**The metal 2 layer**

(6 px per um)
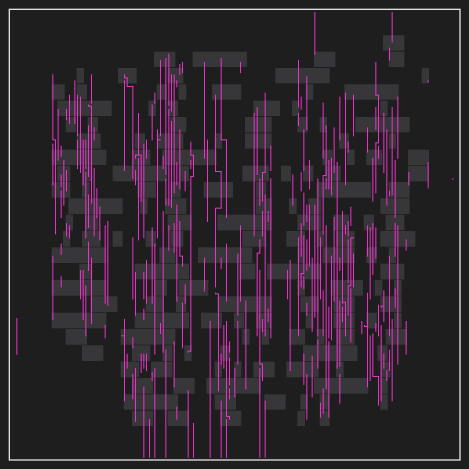
**Met3 routing**

(6 px per um)
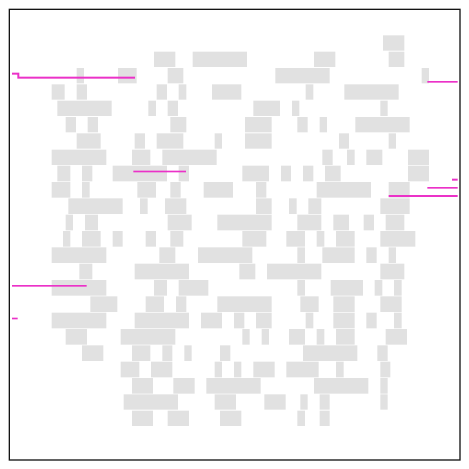
**Routing congestion**

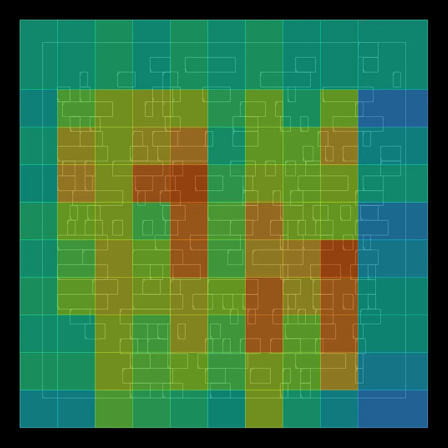
**Ports around the boundary**

(6 px per um) Pins as bars across the die edge, other pins in gray.
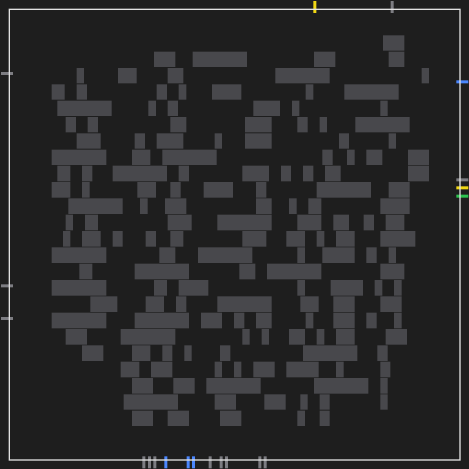
===== config.mk =====
export PLATFORM = sky130hd
export DESIGN_NAME = key_event_arbiter
export DESIGN_NICKNAME = d
export VERILOG_FILES = /design/src/rtl/timer_pkg.sv /design/src/rtl/key_event_arbiter_rr_pick.sv /design/src/rtl/key_event_arbiter.sv
export SDC_FILE = /design/constraint.sdc
export NUM_CORES = 1
export LEC_CHECK = 0
export CAP_MARGIN = 20
export CELL_PAD_IN_SITES_DETAIL_PLACEMENT = 2
export CELL_PAD_IN_SITES_GLOBAL_PLACEMENT = 2
export CORE_MARGIN = 4
export CORE_UTILIZATION = 30
export CTS_CLUSTER_SIZE = 28
export DETAILED_ROUTE_END_ITERATION = 8
export PLACE_DENSITY_LB_ADDON = 0.3
export SYNTH_ARGS = -nofsm -noshare
export SYNTH_HDL_FRONTEND = slang
export SYNTH_HIERARCHICAL = 1
export SYNTH_SLANG_ARGS = --single-unit

===== constraint.sdc =====
create_clock -name CLK -period 1.9 [get_ports CLK]
set_input_delay 0.38 -clock CLK [delete_from_list [all_inputs] [get_ports CLK]]
set_output_delay 0.38 -clock CLK [all_outputs]
set_load 0.01 [all_outputs]

===== src/rtl/timer_pkg.sv =====
// Shared constants for the countdown-timer front end: FSM encoding,
// default debounce prescaler modulo and the key indices used by the timer FSM.
package timer_pkg;

  typedef enum logic {
    ST_IDLE  = 1'b0,
    ST_OFFER = 1'b1
  } arb_state_t;

  localparam int unsigned SAMPLE_PRESC_MODULO_DEF = 1000;

  localparam int unsigned KEY_START  = 0;
  localparam int unsigned KEY_STOP   = 1;
  localparam int unsigned KEY_UP_MIN = 2;
  localparam int unsigned KEY_DN_MIN = 3;

endpackage


===== src/rtl/key_event_arbiter_rr_pick.sv =====
// Round-robin picker: first set pending bit searching upward from i_rr_ptr,
// wrapping modulo KEYS_NUM. Purely combinational.
module rr_pick #(
  parameter int unsigned KEYS_NUM = 4,
  parameter int unsigned CODE_W   = $clog2(KEYS_NUM)
) (
  input  logic [KEYS_NUM-1:0] i_pending,
  input  logic [CODE_W-1:0]   i_rr_ptr,
  output logic                o_found_c,
  output logic [CODE_W-1:0]   o_code_c
);

  logic [CODE_W:0] w_idx;

  // Extra index bit holds ptr+i before the wrap subtraction.
  always_comb begin
    o_found_c = 1'b0;
    o_code_c  = '0;
    w_idx     = '0;
    for (int unsigned i = 0; i < KEYS_NUM; i++) begin
      w_idx = {1'b0, i_rr_ptr} + (CODE_W+1)'(i);
      if (w_idx >= (CODE_W+1)'(KEYS_NUM)) begin
        w_idx = w_idx - (CODE_W+1)'(KEYS_NUM);
      end
      if (!o_found_c && (w_idx < (CODE_W+1)'(KEYS_NUM)) && i_pending[w_idx[CODE_W-1:0]]) begin
        o_found_c = 1'b1;
        o_code_c  = w_idx[CODE_W-1:0];
      end
    end
  end

endmodule


===== src/rtl/key_event_arbiter.sv =====
// Debouncer-bank controller: sampling strobe, repeat enables, pending latch and
// round-robin valid/ack event stream. KEY_ARB_OVERFLOW_EN adds sticky OVF/OVF_CLR.
module key_event_arbiter
  import timer_pkg::*;
#(
  parameter int unsigned          KEYS_NUM            = 4,
  parameter int unsigned          SAMPLE_PRESC_MODULO = SAMPLE_PRESC_MODULO_DEF,
  parameter logic [KEYS_NUM-1:0]  REPEAT_MASK         = KEYS_NUM'(4'b0011),
  localparam int unsigned         CODE_W              = $clog2(KEYS_NUM)
) (
  input  logic                CLK,
  input  logic                CLR_N,
  input  logic [KEYS_NUM-1:0] KEY_UP,
  input  logic [KEYS_NUM-1:0] KEY_EN,
  input  logic                LOCK,
  output logic                SAMPLE_CE,
  output logic [KEYS_NUM-1:0] REP_EN,
  output logic                EVT_VALID,
  output logic [CODE_W-1:0]   EVT_CODE,
`ifdef KEY_ARB_OVERFLOW_EN
  input  logic                OVF_CLR,
  output logic                OVF,
`endif
  input  logic                EVT_ACK
);

  localparam int unsigned PRESC_W = $clog2(SAMPLE_PRESC_MODULO);

  logic [PRESC_W-1:0]  r_presc;
  logic                r_sample_ce;
  logic [KEYS_NUM-1:0] r_rep_en;
  logic [KEYS_NUM-1:0] r_pending;
  logic [CODE_W-1:0]   r_rr_ptr;
  logic [CODE_W-1:0]   r_evt_code;
  logic                r_evt_valid;
  arb_state_t          r_state;

  logic [KEYS_NUM-1:0] w_set;
  logic [KEYS_NUM-1:0] w_clr;
  logic                w_one_key;
  logic                w_found;
  logic [CODE_W-1:0]   w_pick;
  logic [CODE_W-1:0]   w_ptr_next;

  assign w_set      = LOCK ? '0 : KEY_UP;
  assign w_clr      = (r_evt_valid && EVT_ACK) ? (KEYS_NUM'(1) << r_evt_code) : '0;
  assign w_one_key  = (KEY_EN != '0) && ((KEY_EN & (KEY_EN - KEYS_NUM'(1))) == '0);
  assign w_ptr_next = (r_evt_code == CODE_W'(KEYS_NUM - 1)) ? '0 : r_evt_code + CODE_W'(1);

  // Debounce sampling strobe: pulse the cycle after the counter holds MODULO-1.
  always_ff @(posedge CLK or negedge CLR_N) begin
    if (!CLR_N) begin
      r_presc     <= '0;
      r_sample_ce <= 1'b0;
    end else begin
      r_sample_ce <= (r_presc == PRESC_W'(SAMPLE_PRESC_MODULO - 1));
      r_presc     <= (r_presc == PRESC_W'(SAMPLE_PRESC_MODULO - 1)) ? '0 : r_presc + PRESC_W'(1);
    end
  end

  // Single held key only: chords never auto-repeat.
  always_ff @(posedge CLK or negedge CLR_N) begin
    if (!CLR_N) begin
      r_rep_en <= '0;
    end else begin
      r_rep_en <= REPEAT_MASK & KEY_EN & {KEYS_NUM{w_one_key}};
    end
  end

  // Set beats a coincident clear so a re-press during the ack is not lost.
  always_ff @(posedge CLK or negedge CLR_N) begin
    if (!CLR_N) begin
      r_pending <= '0;
    end else begin
      r_pending <= (r_pending & ~w_clr) | w_set;
    end
  end

  rr_pick #(
    .KEYS_NUM (KEYS_NUM),
    .CODE_W   (CODE_W)
  ) u_rr_pick (
    .i_pending (r_pending),
    .i_rr_ptr  (r_rr_ptr),
    .o_found_c (w_found),
    .o_code_c  (w_pick)
  );

  always_ff @(posedge CLK or negedge CLR_N) begin
    if (!CLR_N) begin
      r_state     <= ST_IDLE;
      r_evt_valid <= 1'b0;
      r_evt_code  <= '0;
      r_rr_ptr    <= '0;
    end else begin
      case (r_state)
        ST_IDLE: begin
          if (w_found) begin
            r_evt_code  <= w_pick;
            r_evt_valid <= 1'b1;
            r_state     <= ST_OFFER;
          end
        end
        ST_OFFER: begin
          if (EVT_ACK) begin
            r_evt_valid <= 1'b0;
            r_rr_ptr    <= w_ptr_next;
            r_state     <= ST_IDLE;
          end
        end
        default: r_state <= ST_IDLE;
      endcase
    end
  end

`ifdef KEY_ARB_OVERFLOW_EN
  logic r_ovf;
  logic w_merge;

  assign w_merge = |(w_set & r_pending & ~w_clr);

  // Sticky merge flag; a new merge outranks a clear request.
  always_ff @(posedge CLK or negedge CLR_N) begin
    if (!CLR_N) begin
      r_ovf <= 1'b0;
    end else if (w_merge) begin
      r_ovf <= 1'b1;
    end else if (OVF_CLR) begin
      r_ovf <= 1'b0;
    end
  end

  assign OVF = r_ovf;
`endif

  assign SAMPLE_CE = r_sample_ce;
  assign REP_EN    = r_rep_en;
  assign EVT_VALID = r_evt_valid;
  assign EVT_CODE  = r_evt_code;

endmodule


==> run summary <==
run results: setup_tns=0 ns, f_max=563 MHz, async set-reset flop share out of synthesis=1.00, Post-Synth AOI/OAI Area=0.165, Critical-path top delay cell=dfrtp_1, Post-synth top cells=23 x dfrtp_1, 13 x nand2_1, 11 x inv_1, 11 x o21ai_0, 10 x nand3_1, MUX share of area=0.0728, via count=1098, post-route cell area=around 1700 sq um, combinational power=1.13 mW, Root Driver=clkbuf_8, die y size=74.9 um, sw frac=0.391, cts repair resizes=0, CLK BUF=4, final setup margin=0.123 ns, Port-buffer cells=17, Detail Route Antenna Nets=0, Cell Area, Placed=between 1500 and 2000 sq um, Top Consumer=combinational logic, Tightest Hold Check Type=input pin to asynchronous set/reset pin, Worst Skew=0.00479 ns, most frequent cell after synthesis=dfrtp_1, Biggest Area Class=multi-input combinational cells, Yosys cell types=43, Core Area=4350 sq um, yosys adder share=0.0560, peak supply drop=0.308 mV, WP data required=a little over 2 ns, final clock period utilization by the worst path=0.935, CTS sink cnt=23, site row count=24, Largest type area fraction=0.429, H-tree levels=1, final layout net count=179, Net Sw Power=842 uW, final RePlAce weighted congestion=0.886, RSZ-0062 raised after global routing=false, # diodes=0, Comb area=717 sq um, Non-CTS buffers=22, Synth Cell Area=1340 sq um, Hold Fails Final Rpt=0, biggest regs=r_presc: 10 flops, r_pending: 4 flops, DRT iter0 DRCs=~41, chip area=5600 sq um, tap cells=52, pin count of the biggest net entering global routing=24, most numerous logic cell after layout=dfrtp_1, Clk network pwr share=0.142, TritonCTS Buffers=3, DRT Wirelength=roughly 3500 um, layout cell share with drive strength beyond 1=0.156, vias in the first global route=roughly 1300, CTS max path bufs=2, initial antenna violation count=0, Flop area=about 580 sq um, flip-flops=23, Seq/Total Area, Yosys=0.429, Synth area leaders=dfrtp_1 43%, ha_1 5.6%, o21ai_0 4.1%, nand3_1 3.7%, nand2_1 3.6%, xor and xnor area share after synthesis=0.0196, Logic inverters=11, Syn-to-layout area delta=23.4%, Post-CTS Setup Repair Bufs=0, crit path cell chain=buf_6 > mux2_4 > mux2_4 > a21oi_4 > nand3b_1 > nor2b_4 > a21o_1, Worst Setup End Kind=flip-flop, Max Cap Violations=0, yosys warns=6, main flop type=dfrtp_1, final hold slack=0.474 ns, CTS tree=built, most common logic cells in the final layout=23 x dfrtp_1, 17 x clkdlybuf4s50_1, 13 x nand2_1, 11 x inv_1, Fillers=485, Chip Width=74.9 um, Clk Latency, worst-skew pair=between 0.2 and 0.3 ns, FP Util=0.308, end of the worst register-to-register path=r_state$_DFF_PN0_, HPWL after detailed placement=2720 um, Seq group=717 uW, Mapped Avg Cell Area=~10 sq um, Worst path most repeated cell=mux2_4, Worst Reg-to-Reg Cells=7, register with the most flip-flops=r_presc, reg2reg start=r_rr_ptr[0]$_DFFE_PN0P_, worst-path maximum fanout=9, Seq pwr share=0.333, Design Power=2.15 mW, critical path's largest stage delay=0.40 ns, Tmin final=1.78 ns, Synthesized registers=23, multi-input gates=100, GRT Util Overall=0.142, status=finished clean
## Picture notes: 'the metal 2 layer'
163 nets have wire on it. The layer holds 57% of the routed length.

## Picture notes: 'met3 routing'
The layer carries 63.7 um of wire. The layer holds 1.8% of the routed length.

## Picture notes: 'routing congestion'
met2 Use GR: 0.271
Final Util: 0.380
Avg WL per Cell: 16.7 um
met3 usage: 0.0214

## Picture notes: 'ports around the boundary'
Key: green = EVT_ACK [pins 1, direction input, edge right]; blue = REP_EN [pins 4, direction output, edge 3 bottom, 1 right]; yellow = EVT_CODE [pins 2, direction output, edge 1 right, 1 top]
All pins by edge: 11 bottom, 4 right, 3 left, 2 top.

==> routing by layer <==
metal,vias to the layer above,routed length [um],GRT usage,part of all wire
met2,7,2000,0.271,0.57
met1,557,1450,0.160,0.41
met4,0,15,0.0415,0.0042
met3,2,63,0.0214,0.018
met5,-,0,0,0
li1,532,-,-,-
==> worst max-delay path: cells and delay by family, from the launching register on <==
kind                   cells  cell delay [ns]
muxes                      2             0.62
buffers and inverters      1             0.15
DFF                        1             0.40
and+or+nand+nor            2             0.24
AOI/OAI and AO/OA          2             0.27
==> metrics by stage <==
step	instances	util
3_5_place_dp	208	0.363
3_3_place_gp	208	0.363
2_1_floorplan	139	-
6_report	212	0.380
4_1_cts	212	0.373
5_1_grt	212	0.380
Power is estimated from default activity; no workload was simulated.
